===== src/rtl/hazard_unit_if.sv =====
// Signal bundle between the ID-stage hazard controller and the pipeline around it.
interface hazard_unit_if;
  logic [5:0]  op_code_id;
  logic [5:0]  formato_id;
  logic [4:0]  rs_id;
  logic [4:0]  rt_id;
  logic        id_ex_mem_read;
  logic [4:0]  id_ex_rt;
  logic        branch_resolved;
  logic        stall_mux;
  logic        pc_write;
  logic        if_id_write;
  logic        if_id_flush;
  logic        br_timeout;
  logic [15:0] stall_cycles;

  modport master (
    output op_code_id, formato_id, rs_id, rt_id,
    output id_ex_mem_read, id_ex_rt, branch_resolved,
    input  stall_mux, pc_write, if_id_write, if_id_flush,
    input  br_timeout, stall_cycles
  );

  modport slave (
    input  op_code_id, formato_id, rs_id, rt_id,
    input  id_ex_mem_read, id_ex_rt, branch_resolved,
    output stall_mux, pc_write, if_id_write, if_id_flush,
    output br_timeout, stall_cycles
  );
endinterface


===== src/rtl/hazard_unit.sv =====
// ID-stage hazard controller: load-use bubble insertion and branch wait sequencing.
// Optional bubble counter enabled by defining HAZARD_PERF_CNT_EN.
module hazard_unit #(
  parameter int unsigned BR_TIMEOUT = 8
) (
  input  logic          clk,
  input  logic          reset_n,
  hazard_unit_if.slave  bus
);

  localparam logic [5:0] OP_RTYPE = 6'b000000;
  localparam logic [5:0] OP_J     = 6'b000010;
  localparam logic [5:0] OP_BEQ   = 6'b000100;
  localparam logic [5:0] OP_BNE   = 6'b000101;
  localparam logic [5:0] OP_SB    = 6'b101000;
  localparam logic [5:0] OP_SH    = 6'b101001;
  localparam logic [5:0] OP_SW    = 6'b101011;
  localparam logic [5:0] FN_JR    = 6'b001000;
  localparam logic [5:0] FN_JALR  = 6'b001001;
  localparam logic [7:0] WAIT_LAST = 8'(BR_TIMEOUT - 1);

  typedef enum logic {
    RUN,
    BR_WAIT
  } state_t;

  state_t     state_q, state_d;
  logic [7:0] wait_cnt_q, wait_cnt_d;
  logic       br_timeout_q, br_timeout_d;

  logic is_branch;
  logic uses_rt;
  logic load_use;

  logic stall_mux;
  logic pc_write;
  logic if_id_write;
  logic if_id_flush;

  always_comb begin
    is_branch = (bus.op_code_id == OP_BEQ) || (bus.op_code_id == OP_BNE) ||
                (bus.op_code_id == OP_J) ||
                ((bus.op_code_id == OP_RTYPE) &&
                 ((bus.formato_id == FN_JR) || (bus.formato_id == FN_JALR)));
    uses_rt   = ((bus.op_code_id == OP_RTYPE) && (bus.formato_id != '0)) ||
                (bus.op_code_id == OP_BEQ) || (bus.op_code_id == OP_BNE) ||
                (bus.op_code_id == OP_SB)  || (bus.op_code_id == OP_SH)  ||
                (bus.op_code_id == OP_SW);
    load_use  = bus.id_ex_mem_read && (bus.id_ex_rt != '0) &&
                ((bus.id_ex_rt == bus.rs_id) || (uses_rt && (bus.id_ex_rt == bus.rt_id)));
  end

  always_comb begin
    state_d      = state_q;
    wait_cnt_d   = wait_cnt_q;
    br_timeout_d = br_timeout_q;
    stall_mux    = 1'b1;
    pc_write     = 1'b1;
    if_id_write  = 1'b1;
    if_id_flush  = 1'b0;
    unique case (state_q)
      RUN: begin
        // Load-use wins over a branch; the branch stays in ID and is seen again.
        if (load_use) begin
          stall_mux   = 1'b0;
          pc_write    = 1'b0;
          if_id_write = 1'b0;
        end else if (is_branch) begin
          state_d    = BR_WAIT;
          wait_cnt_d = '0;
        end
      end
      BR_WAIT: begin
        stall_mux   = 1'b0;
        if_id_flush = 1'b1;
        pc_write    = bus.branch_resolved;
        if (bus.branch_resolved) begin
          state_d = RUN;
        end else if (wait_cnt_q == WAIT_LAST) begin
          br_timeout_d = 1'b1;
          state_d      = RUN;
        end else begin
          wait_cnt_d = wait_cnt_q + 8'd1;
        end
      end
      default: state_d = RUN;
    endcase
    // Enables must read as pass-through while reset is held, whatever the inputs.
    if (!reset_n) begin
      stall_mux   = 1'b1;
      pc_write    = 1'b1;
      if_id_write = 1'b1;
      if_id_flush = 1'b0;
    end
  end

  always_ff @(posedge clk or negedge reset_n) begin
    if (!reset_n) begin
      state_q      <= RUN;
      wait_cnt_q   <= '0;
      br_timeout_q <= 1'b0;
    end else begin
      state_q      <= state_d;
      wait_cnt_q   <= wait_cnt_d;
      br_timeout_q <= br_timeout_d;
    end
  end

  assign bus.stall_mux   = stall_mux;
  assign bus.pc_write    = pc_write;
  assign bus.if_id_write = if_id_write;
  assign bus.if_id_flush = if_id_flush;
  assign bus.br_timeout  = br_timeout_q;

`ifdef HAZARD_PERF_CNT_EN
  logic [15:0] stall_cnt_q, stall_cnt_d;

  always_comb begin
    stall_cnt_d = stall_cnt_q;
    if (!stall_mux && (stall_cnt_q != '1)) begin
      stall_cnt_d = stall_cnt_q + 16'd1;
    end
  end

  always_ff @(posedge clk or negedge reset_n) begin
    if (!reset_n) begin
      stall_cnt_q <= '0;
    end else begin
      stall_cnt_q <= stall_cnt_d;
    end
  end

  assign bus.stall_cycles = stall_cnt_q;
`else
  assign bus.stall_cycles = '0;
`endif

endmodule


===== src/flat_wrapper.sv =====
// flat-port wrapper written by rule: the top's interface ports become plain ports
module hazard_unit_flat 
#(
  parameter int unsigned BR_TIMEOUT = 8
)
  (clk, reset_n, bus_op_code_id, bus_formato_id, bus_rs_id, bus_rt_id, bus_id_ex_mem_read, bus_id_ex_rt, bus_branch_resolved, bus_stall_mux, bus_pc_write, bus_if_id_write, bus_if_id_flush, bus_br_timeout, bus_stall_cycles);
  hazard_unit_if bus_i ();
  input  logic clk;
  input  logic reset_n;
  input wire logic [$bits(bus_i.op_code_id)-1:0] bus_op_code_id;
  input wire logic [$bits(bus_i.formato_id)-1:0] bus_formato_id;
  input wire logic [$bits(bus_i.rs_id)-1:0] bus_rs_id;
  input wire logic [$bits(bus_i.rt_id)-1:0] bus_rt_id;
  input wire logic [$bits(bus_i.id_ex_mem_read)-1:0] bus_id_ex_mem_read;
  input wire logic [$bits(bus_i.id_ex_rt)-1:0] bus_id_ex_rt;
  input wire logic [$bits(bus_i.branch_resolved)-1:0] bus_branch_resolved;
  output wire logic [$bits(bus_i.stall_mux)-1:0] bus_stall_mux;
  output wire logic [$bits(bus_i.pc_write)-1:0] bus_pc_write;
  output wire logic [$bits(bus_i.if_id_write)-1:0] bus_if_id_write;
  output wire logic [$bits(bus_i.if_id_flush)-1:0] bus_if_id_flush;
  output wire logic [$bits(bus_i.br_timeout)-1:0] bus_br_timeout;
  output wire logic [$bits(bus_i.stall_cycles)-1:0] bus_stall_cycles;
  assign bus_i.op_code_id = bus_op_code_id;
  assign bus_i.formato_id = bus_formato_id;
  assign bus_i.rs_id = bus_rs_id;
  assign bus_i.rt_id = bus_rt_id;
  assign bus_i.id_ex_mem_read = bus_id_ex_mem_read;
  assign bus_i.id_ex_rt = bus_id_ex_rt;
  assign bus_i.branch_resolved = bus_branch_resolved;
  assign bus_stall_mux = bus_i.stall_mux;
  assign bus_pc_write = bus_i.pc_write;
  assign bus_if_id_write = bus_i.if_id_write;
  assign bus_if_id_flush = bus_i.if_id_flush;
  assign bus_br_timeout = bus_i.br_timeout;
  assign bus_stall_cycles = bus_i.stall_cycles;
  hazard_unit #(.BR_TIMEOUT(BR_TIMEOUT)) u_core (.clk(clk), .reset_n(reset_n), .bus(bus_i));
endmodule

===== config.mk =====
export PLATFORM = sky130hd
export DESIGN_NAME = hazard_unit_flat
export DESIGN_NICKNAME = d
export VERILOG_FILES = /design/src/rtl/hazard_unit_if.sv /design/src/rtl/hazard_unit.sv /design/src/flat_wrapper.sv
export SDC_FILE = /design/constraint.sdc
export NUM_CORES = 1
export LEC_CHECK = 0
export CORE_ASPECT_RATIO = 0.6
export CORE_MARGIN = 8
export CORE_UTILIZATION = 37
export CTS_BUF_LIST = sky130_fd_sc_hd__clkbuf_16
export DETAILED_ROUTE_END_ITERATION = 12
export PLACE_DENSITY = 0.85
export SYNTH_ARGS = -nofsm -noshare
export SYNTH_HDL_FRONTEND = slang
export SYNTH_SLANG_ARGS = --single-unit
export TNS_END_PERCENT = 10

===== constraint.sdc =====
create_clock -name clk -period 3.6 [get_ports clk]
set_clock_uncertainty 0.05 [all_clocks]
set_input_delay 0.9 -clock clk [delete_from_list [all_inputs] [get_ports clk]]
set_output_delay 0.9 -clock clk [all_outputs]
set_load 0.01 [all_outputs]

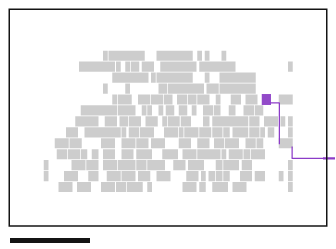
(run_1/io_fan.png)
Bar = 20 um.
port	colour	bits	direction	edge	end cells	wire
bus_if_id_flush	purple	1	output	right	1	23.0 um

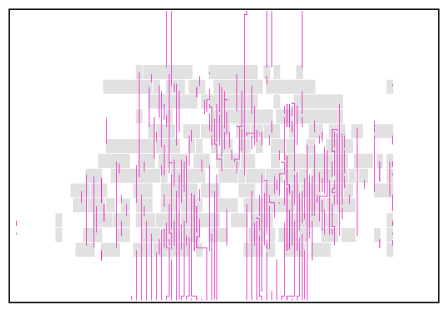
(run_1/layer_met2.png)
Cells faint in the background.
wire length on this layer	1,400 um
nets with wire on the layer	153
main direction	vertical
share of all routed wire	53%
longest straight run	29.4 um

==> notes.md, run 1 <==
fresh numbers from the pnr run: status completed, Critical Path Slowest Stage Cell a2111o_1, max-cap violations 0, timing-limited maximum frequency between 0.2 and 0.3 GHz, Clk network pwr share 0.447, number of buffers on the longest clock path 2, clock-pin slew of the registers on the worst-case setup and hold paths 0.04 ns, power density relative to cell area 321 mW/mm^2, Worst Path Arrival about 2.6 ns, chip height roughly 54 um, final cell area excluding filler cells around 0.0014 sq mm, most numerous logic cell after layout clkdlybuf4s50_1, yosys warning tally 0, library cells used by synthesis 32, netlist area before placement a little under 900 sq um, logic gate share of total power 0.244, vias after detailed routing approximately 850, placed standard-cell area 0.00126 sq mm, maximum number of pins on one net before global-route repair 9, total congestion overflow 0, post-route DRC violation count 0, critical-path maximum fanout 4, count of port buffers added during placement 35, half-perimeter wire length after placement roughly 2.2 mm, WL final roughly 2.6 mm, Hold/Removal Path Class reg2reg, vias per cell around 4.8, worst-case setup slack after placement -0.601 ns, TritonCTS Buffers 3, num ports approximately 52, Final Hold Violating Endpoints 0, final critical-path required period approximately 3.5 ns, placeable core region 0.00220 sq mm, critical path depth 7, sequential cell area fraction in the yosys report 0.288, dominant cell type by area after synthesis dfrtp_1, antenna violations before repair 0, cell count in the Yosys report a little under 100, layout cell share with drive strength beyond 1 0.209, portion of total power attributed to sequential cells 0.310, total power consumption of the routed design 0.436 mW, Setup crit start bus_op_code_id[4], category of the critical setup timing path in2out, CTS tree built, source-to-sink clock delay at the later pin of the worst-skew pair between 0.2 and 0.25 ns, mean post-synth cell area 8.77 sq um, slew at the pin closest to its max-slew limit slightly above 0.7 ns, Post-layout nets between 150 and 200, width of the die between 70 and 80 um, portion of synthesized cell area occupied by the leading cell type 0.288, leakage dissipation 0.640 nW, antenna fix cells 0, Fin Setup TNS 0 ns, iteration tally of the first detailed-router pass 4, crit-path leading delay family AND-OR/OR-AND gates, crit-path max cell delay approximately 0.50 ns, Placed Cells about 170, critical path cell sequence clkdlybuf4s50_1 > nor3_1 > o311ai_2 > a2111o_1 > nand2_4 > o211ai_1 > buf_2, R2R cell count 5, Final Max-Slew Violation Tally 0, # clock sinks 10, final weighted congestion of routability-driven global placement approximately 0.82, Worst IR Drop VDD around 220 uV, Switching Fraction 0.246, DR WL/cell approximately 15 um, total number of warnings across the stage logs 26
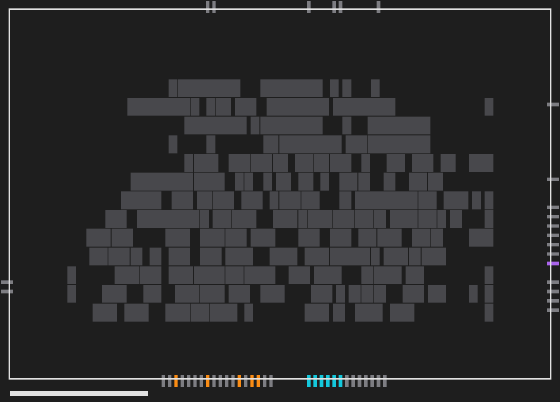
(run_1/io_placement.png)
Bar = 20 um. Pins as bars across the die edge, other pins in grey.
port	colour	pins	direction	edge
bus_rt_id	orange	5	input	bottom
bus_formato_id	cyan	6	input	bottom
bus_if_id_flush	purple	1	output	right
all pins by edge	31 bottom, 13 right, 6 top, 2 left

## run 1: cell families (layout without fill, tap and decap cells)
logic type / Yosys count / after routing / share of synthesized area
AND-OR/OR-AND: 11 / 11 / 0.0922
XOR/XNOR: 16 / 16 / 0.161
adder cells (fa/ha/maj): 1 / 1 / 0.0144
buffers and inverters: 19 / 53 / 0.160
flip-flops: 10 / 10 / 0.288
multiplexers: 2 / 2 / 0.0231
other: 1 / 16 / 0.00432
AND/OR/NAND/NOR: 39 / 39 / 0.256
## run 1: worst min-delay path by stage
stage	endpoint	slack, ns	from	cells after the start
floorplan	u_core.bus.br_timeout$_DFFE_PN0P_	0.44	u_core.bus.br_timeout$_DFFE_PN0P_	1
detailed placement	u_core.bus.br_timeout$_DFFE_PN0P_	0.41	u_core.bus.br_timeout$_DFFE_PN0P_	1
finish	u_core.bus.br_timeout$_DFFE_PN0P_	0.41	u_core.bus.br_timeout$_DFFE_PN0P_	1
global placement	u_core.bus.br_timeout$_DFFE_PN0P_	0.39	u_core.bus.br_timeout$_DFFE_PN0P_	1
CTS	u_core.bus.br_timeout$_DFFE_PN0P_	0.41	u_core.bus.br_timeout$_DFFE_PN0P_	1
global route	u_core.bus.br_timeout$_DFFE_PN0P_	0.42	u_core.bus.br_timeout$_DFFE_PN0P_	1
## run 1: repair_timing
item                       4_1_cts  5_1_grt
pin swaps                        8        8
setup endpoints to repair        3        3
resized                         34        9
buffers inserted                 1        0
## run 1: layout make-up
cell class | count | area (sq um)
fill | 194 | 836
multi-input combinational | 85 | 573
timing repair buffer | 47 | 413
sequential | 10 | 250
clock buffer | 3 | 75.1
tap | 30 | 37.5
inverter | 2 | 7.51
clock inverter | 1 | 3.75
## run 1: metal layers
layer | track usage | wire (um) | vias up
li1 | - | - | 413
met1 | 0.128 | 997 | 402
met3 | 0.0372 | 184 | 4
met4 | 0.0732 | 55 | 0
met2 | 0.215 | 1400 | 31
met5 | 0 | 0 | -
## run 1: registers in the layout, indices dropped and copies added, names as in the netlist
name / cells
u_core.bus.br_timeout: 1
u_core.state_q: 1
u_core.wait_cnt_q: 8
## run 1: synthesized netlist by cell type, drive strengths merged
cell    count
buf        17
dfrtp      10
xnor2      10
nor2        9
nand2       6
xor2        6
o21ai       5
or4         4
nand4       3
nor3        3
and3        2
inv         2
mux2i       2
nand3       2
nand4b      2
nor2b       2
a2111o      1
a21o        1
a31o        1
and2        1
and3b       1
conb        1
ha          1
nand3b      1
o211ai      1
o311ai      1
o31ai       1
or2         1
or4b        1
or4bb       1
## run 1: power by group through the flow
stage	Combinational [mW]	Sequential, mW	Clock (mW)
final	0.106	0.135	0.195
after global routing	0.116	0.137	0.204
after CTS	0.102	0.135	0.199
after detailed placement	0.105	0.136	0
after global placement	0.102	0.135	0
after floorplan	0.0593	0.134	0
==> run 1 -> run 2 <==
==> constraint.sdc (replaced) <==
create_clock -name clk -period 3.6 [get_ports clk]
set_clock_uncertainty 0.05 [all_clocks]
set_input_delay 0.54 -clock clk [delete_from_list [all_inputs] [get_ports clk]]
set_output_delay 0.54 -clock clk [all_outputs]
set_load 0.01 [all_outputs]
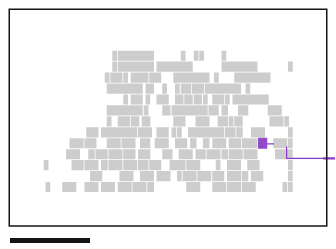
(run_2/io_fan.png)
Bar = 20 um.
port	colour	bits	direction	edge	end cells	wire
bus_if_id_flush	purple	1	output	right	1	13.7 um
num ports: 52
count of port buffers added during placement: 35

==> notes.md, run 2 <==
fresh numbers from the pnr run: status completed, category of the critical setup timing path in2out, final critical-path required period between 3 and 4 ns, crit-path leading delay family buffers and inverters, total number of warnings across the stage logs 26, maximum number of pins on one net before global-route repair 15, slew at the pin closest to its max-slew limit just under 0.8 ns, leakage dissipation 0.556 nW, Placed Cells approximately 160, power density relative to cell area ~340 mW/mm^2, number of buffers inserted to repair setup after CTS 0, Post-layout nets between 150 and 200, antenna violations before repair 0, vias after detailed routing 802, tally of nets with antenna violations remaining after routing 0, FILL cells 201, width of the die 78.5 um, critical path depth 7, TritonCTS Buffers 3, timing-limited maximum frequency around 0.29 GHz, R2R cell count 5, netlist area before placement roughly 870 sq um, cell count in the Yosys report roughly 100, Fin Setup TNS 0 ns, crit-path max cell delay 0.58 ns, WP buf/inv 2, final weighted congestion of routability-driven global placement 0.846, combined flip-flop and latch cell area 250 sq um, placeable core region between 0.002 and 0.0025 sq mm, antenna fix cells 0, chip height roughly 54 um, iteration tally of the first detailed-router pass 5, top cells by count, synth 16 x buf_4, 10 x dfrtp_1, 10 x xnor2_1, 9 x nor2_1, Final Max-Slew Violation Tally 0, Hold/Removal Path Class reg2reg, Critical Path Slowest Stage Cell clkdlybuf4s50_1, combinational gate area about 540 sq um, number of buffers on the longest clock path 2, sequential cell area fraction in the yosys report 0.288, library cells used by synthesis 32, dominant cell type by area after synthesis dfrtp_1, number of flip-flops under the largest register name 8, portion of synthesized cell area occupied by the leading cell type 0.288, starting utilization of the core area 0.395, clock-pin slew of the registers on the worst-case setup and hold paths approximately 0.04 ns, CTS tree built, Setup crit start bus_op_code_id[2], most numerous logic cell after layout clkdlybuf4s50_1, WL final roughly 2.4 mm, # clock sinks 10, layout cell share with drive strength beyond 1 0.0441, source-to-sink clock delay at the later pin of the worst-skew pair 0.24 ns, max-cap violations 0, critical path cell sequence clkdlybuf4s50_1 > or4b_1 > a31o_1 > a2111o_1 > nand2_1 > o21ai_0 > clkdlybuf4s50_1, Synth area leaders dfrtp_1 29%, buf_4 14%, xnor2_1 10%, Most flops, register u_core.wait_cnt_q, critical-path maximum fanout 6, mean post-synth cell area around 8.8 sq um, post-route DRC violation count 0, Worst IR Drop VDD 134 uV, top flip-flop cell by instance count after synthesis dfrtp_1, flip-flops with a built-in enable 0, vias per cell a little under 5, synthesis area per yosys 868 sq um, yosys warning tally 0, setup slack, reg-to-reg 1.45 ns, synthesized netlist cell count 99, share of synthesized registers carrying an async set or reset 1.00, total congestion overflow 0, part of the cycle the worst path needs 0.972, Worst setup SP type input port, dominant cell by count in the synthesized netlist buf_4, half-perimeter wire length after placement roughly 2.1 mm, Worst Path Arrival 2.91 ns, Final Hold Violating Endpoints 0, PostCTS Resize Cnt 0
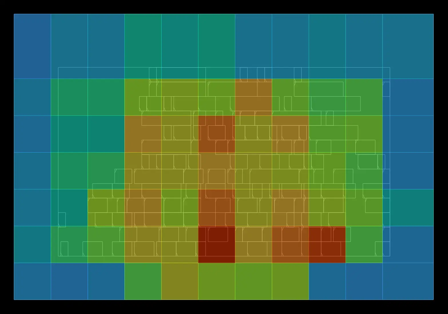
(run_2/congestion.png)
DR WL/cell: 14.7 um
utilization of the core after routing: 0.577

-- run 2: cell counts after synthesis --
Identical to the previous run, type by type.
-- run 2: cell type report --
type                       instances  area share
clock buffer                       3      0.0593
inverter                           2     0.00593
multi-input combinational         85       0.423
sequential                        10       0.198
tap                               30      0.0296
timing repair buffer              36       0.285
-- run 2: logic make-up (layout without fill, tap and decap cells) --
group / Yosys count / count (layout) / synth area share
DFF: 10 / 10 / 0.288
muxes: 2 / 2 / 0.0231
and+or+nand+nor: 39 / 39 / 0.256
buffers and inverters: 19 / 41 / 0.160
adders and majority gates: 1 / 1 / 0.0144
other: 1 / 16 / 0.00432
xor gates and xnor gates: 16 / 16 / 0.161
AOI/OAI and AO/OA: 11 / 11 / 0.0922
-- run 2: through the flow --
step / utilization / instance area, sq um / worst slack [ns] / total power, mW
2_1_floorplan: - / 925 / 1.13 / 0.193
3_3_place_gp: 0.541 / 1190 / 0.167 / 0.229
3_5_place_dp: 0.541 / 1190 / 0.0873 / 0.238
4_1_cts: 0.575 / 1260 / 0.0861 / 0.430
5_1_grt: 0.577 / 1270 / 0.0131 / 0.451
6_report: 0.577 / 1270 / 0.0993 / 0.428
-- run 2: how the worst min path moves through the flow --
stage / startpoint / cells past startpoint / slack (ns) / end
global route: u_core.bus.br_timeout$_DFFE_PN0P_ / 1 / 0.44 / u_core.bus.br_timeout$_DFFE_PN0P_
finish: u_core.bus.br_timeout$_DFFE_PN0P_ / 1 / 0.41 / u_core.bus.br_timeout$_DFFE_PN0P_
global placement: u_core.bus.br_timeout$_DFFE_PN0P_ / 1 / 0.39 / u_core.bus.br_timeout$_DFFE_PN0P_
detailed placement: u_core.bus.br_timeout$_DFFE_PN0P_ / 1 / 0.41 / u_core.bus.br_timeout$_DFFE_PN0P_
floorplan: reset_n / 0 / 0.19 / u_core.bus.br_timeout$_DFFE_PN0P_
CTS: u_core.bus.br_timeout$_DFFE_PN0P_ / 1 / 0.42 / u_core.bus.br_timeout$_DFFE_PN0P_
-- run 2: where the power goes --
part / internal [mW] / switching [mW] / total, mW
Combinational: 0.0558 / 0.0452 / 0.101
Clock: 0.144 / 0.0479 / 0.192
Sequential: 0.124 / 0.0110 / 0.135
-- run 2: metal layers --
metal	vias to the layer above	part of all wire	global-route usage
li1	390	-	-
met1	370	0.39	0.127
met2	38	0.51	0.208
met3	4	0.085	0.0372
met4	0	0.017	0.0549
met5	-	0	0
-- run 2: worst reg2reg max path, cell delays in order, from the launching register on --
cell,delay [ns]
dfrtp_1,0.39
or4_1,0.56
o31ai_1,0.66
nor2b_1,0.14
xnor2_1,0.17
nor2_1,0.05
==> run 2 -> run 3 <==
ABC_AREA = 1   (was default)
CORE_UTILIZATION = 40   (was 37)
PLACE_DENSITY = 0.81   (was 0.85)
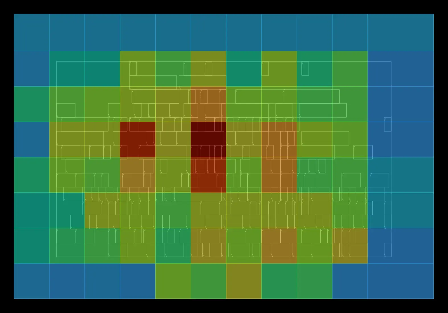
(run_3/congestion.png)
global route hottest layer: met1
global-route track usage on met1: 0.164
combined global-route utilization of all metal layers: 0.114
DR WL/cell: 10.8 um
Global Route met2 Usage: 0.157

==> notes.md, run 3 <==
fresh numbers from the pnr run: synthesis area per yosys approximately 0.0010 sq mm, cts hold-fix bufs 0, Final Max-Slew Violation Tally 0, Post-layout nets 234, CTS tree built, yosys warning tally 0, max-cap violations 0, clock-pin slew of the registers on the worst-case setup and hold paths roughly 0.040 ns, Worst IR Drop VDD 205 uV, Placed Cells 229, number of buffers on the longest clock path 2, vias after detailed routing around 1,000, Synth area leaders dfrtp_1 24%, nand2_1 18%, buf_4 12%, share of synthesized registers carrying an async set or reset 1.00, final weighted congestion of routability-driven global placement approximately 0.94, half-perimeter wire length after placement 2.15 mm, setup slack, reg-to-reg between 1.5 and 2 ns, tally of nets with antenna violations remaining after routing 0, vias per cell 4.32, utilization of the core after routing 0.585, R2R cell count 9, leakage dissipation 0.750 nW, critical path cell sequence clkdlybuf4s50_1 > or2_1 > nor2_2 > nand2_1 > nand2_1 > nand2_1 > nand2_2 > nand3_4 > nand2_1 > nand2_1 > clkdlybuf4s50_1, dominant cell type by area after synthesis dfrtp_1, Fin Setup TNS 0 ns, number of flip-flops under the largest register name 8, library cells used by synthesis 23, Hold/Removal Path Class reg2reg, cell count in the Yosys report approximately 160, timing-limited maximum frequency ~0.34 GHz, portion of synthesized cell area occupied by the leading cell type 0.240, main kind of combinational logic by area simple AND/OR/NAND/NOR gates, yosys simple share 0.422, chip height 55.5 um, category of the critical setup timing path in2out, status completed, most instantiated logic cells after routing 50 x nand2_1, 35 x clkdlybuf4s50_1, 23 x inv_1, number of buffers inserted to repair setup after CTS 0, crit-path max cell delay 0.49 ns, share of synthesized area spent on multiplexers 0, width of the die between 80 and 90 um, antenna violations before repair 0, synthesized netlist cell count roughly 160, final critical-path required period 2.96 ns, post-route DRC violation count 0, WL final 2.52 mm, Worst Path Arrival ~2.4 ns, area fraction in full adders, half adders and majority gates 0.0120, top flip-flop cell by instance count after synthesis dfrtp_1, # clock sinks 10, most numerous logic cell after layout nand2_1, part of the cycle the worst path needs 0.823, count of port buffers added during placement 35, number of stages on the worst hold path 1, WP buf/inv 2, Critical Path Slowest Stage Cell clkdlybuf4s50_1, Hold Path Origin u_core.bus.br_timeout$_DFFE_PN0P_, num ports 52, crit-path leading delay family buffers and inverters, sequential cell area fraction in the yosys report 0.240, source-to-sink clock delay at the later pin of the worst-skew pair ~0.24 ns, TritonCTS Buffers 3, Worst setup SP type input port, starting utilization of the core area 0.419, capture endpoint of the worst hold path u_core.bus.br_timeout$_DFFE_PN0P_, flip-flops with a built-in enable 0, total congestion overflow 0, total number of warnings across the stage logs 26, placeable core region around 0.0025 sq mm, critical-path maximum fanout 9, ao+oa area frac 0.0276, critical path depth 11, top cells by count, synth 50 x nand2_1, 23 x inv_1, 17 x nor2_1, 16 x buf_4, 13 x nand3_1, iteration tally of the first detailed-router pass 4, mean post-synth cell area 6.43 sq um, Most flops, register u_core.wait_cnt_q, total power consumption of the routed design 0.432 mW
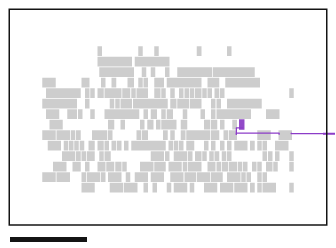
(run_3/io_fan.png)
Bar = 20 um.
port	colour	bits	direction	edge	end cells	wire
bus_if_id_flush	purple	1	output	right	1	23.7 um

[run 3: cell types whose count changed after synthesis, moves of 3 or more]
cell and change:
xor2_1 -3, inv_1 +21, nand2_1 +44, nand4_1 +3, nor2_1 +8, nand3_1 +11, or4_1 -4, xnor2_1 -5
[run 3: layout make-up]
type / count / area (sq um)
clock buffers: 3 / 75.1
clock inverters: 1 / 3.75
fillers: 244 / 1030
inverters: 24 / 116
multi-input cells: 127 / 611
flip-flops and latches: 10 / 250
well taps: 32 / 40.0
repair buffers: 36 / 358
[run 3: metrics by stage]
step | setup WS [ns] | cell area [sq um]
finish | 0.638 | 1450
global route | 0.479 | 1450
CTS | 0.619 | 1450
detailed placement | 0.616 | 1380
global placement | 0.625 | 1380
floorplan | 1.64 | 1100
[run 3: how the worst max path moves through the flow]
stage,start,endpoint,slack (ns)
detailed placement,bus_op_code_id[1],bus_if_id_write,0.62
global placement,bus_op_code_id[1],bus_pc_write,0.62
floorplan,bus_op_code_id[0],bus_pc_write,1.64
CTS,bus_op_code_id[1],bus_if_id_write,0.62
finish,bus_op_code_id[1],bus_pc_write,0.64
global route,bus_op_code_id[1],bus_if_id_write,0.48
[run 3: cell families (layout without fill, tap and decap cells)]
| logic type | count (synthesis) | after routing |
|---|---|---|
| xor gates and xnor gates | 8 | 8 |
| DFF | 10 | 10 |
| adders and majority gates | 1 | 1 |
| buffers and inverters | 40 | 64 |
| other | 1 | 16 |
| and+or+nand+nor | 97 | 97 |
| AOI/OAI and AO/OA | 5 | 5 |
[run 3: layer usage]
layer,vias to the layer above,track usage,routed length (um)
li1,550,-,-
met1,423,0.164,1220
met2,31,0.157,1080
met3,2,0.0419,204
met4,0,0.0224,10
met5,-,0,0
[run 3: report_power, final]
group / total [mW] / internal (mW) / switching, mW
clock: 0.197 / 0.146 / 0.0518
sequential: 0.131 / 0.122 / 0.00930
combinational: 0.103 / 0.0546 / 0.0483
total: 0.432 / 0.322 / 0.109
Power and IR drop assume default switching activity.
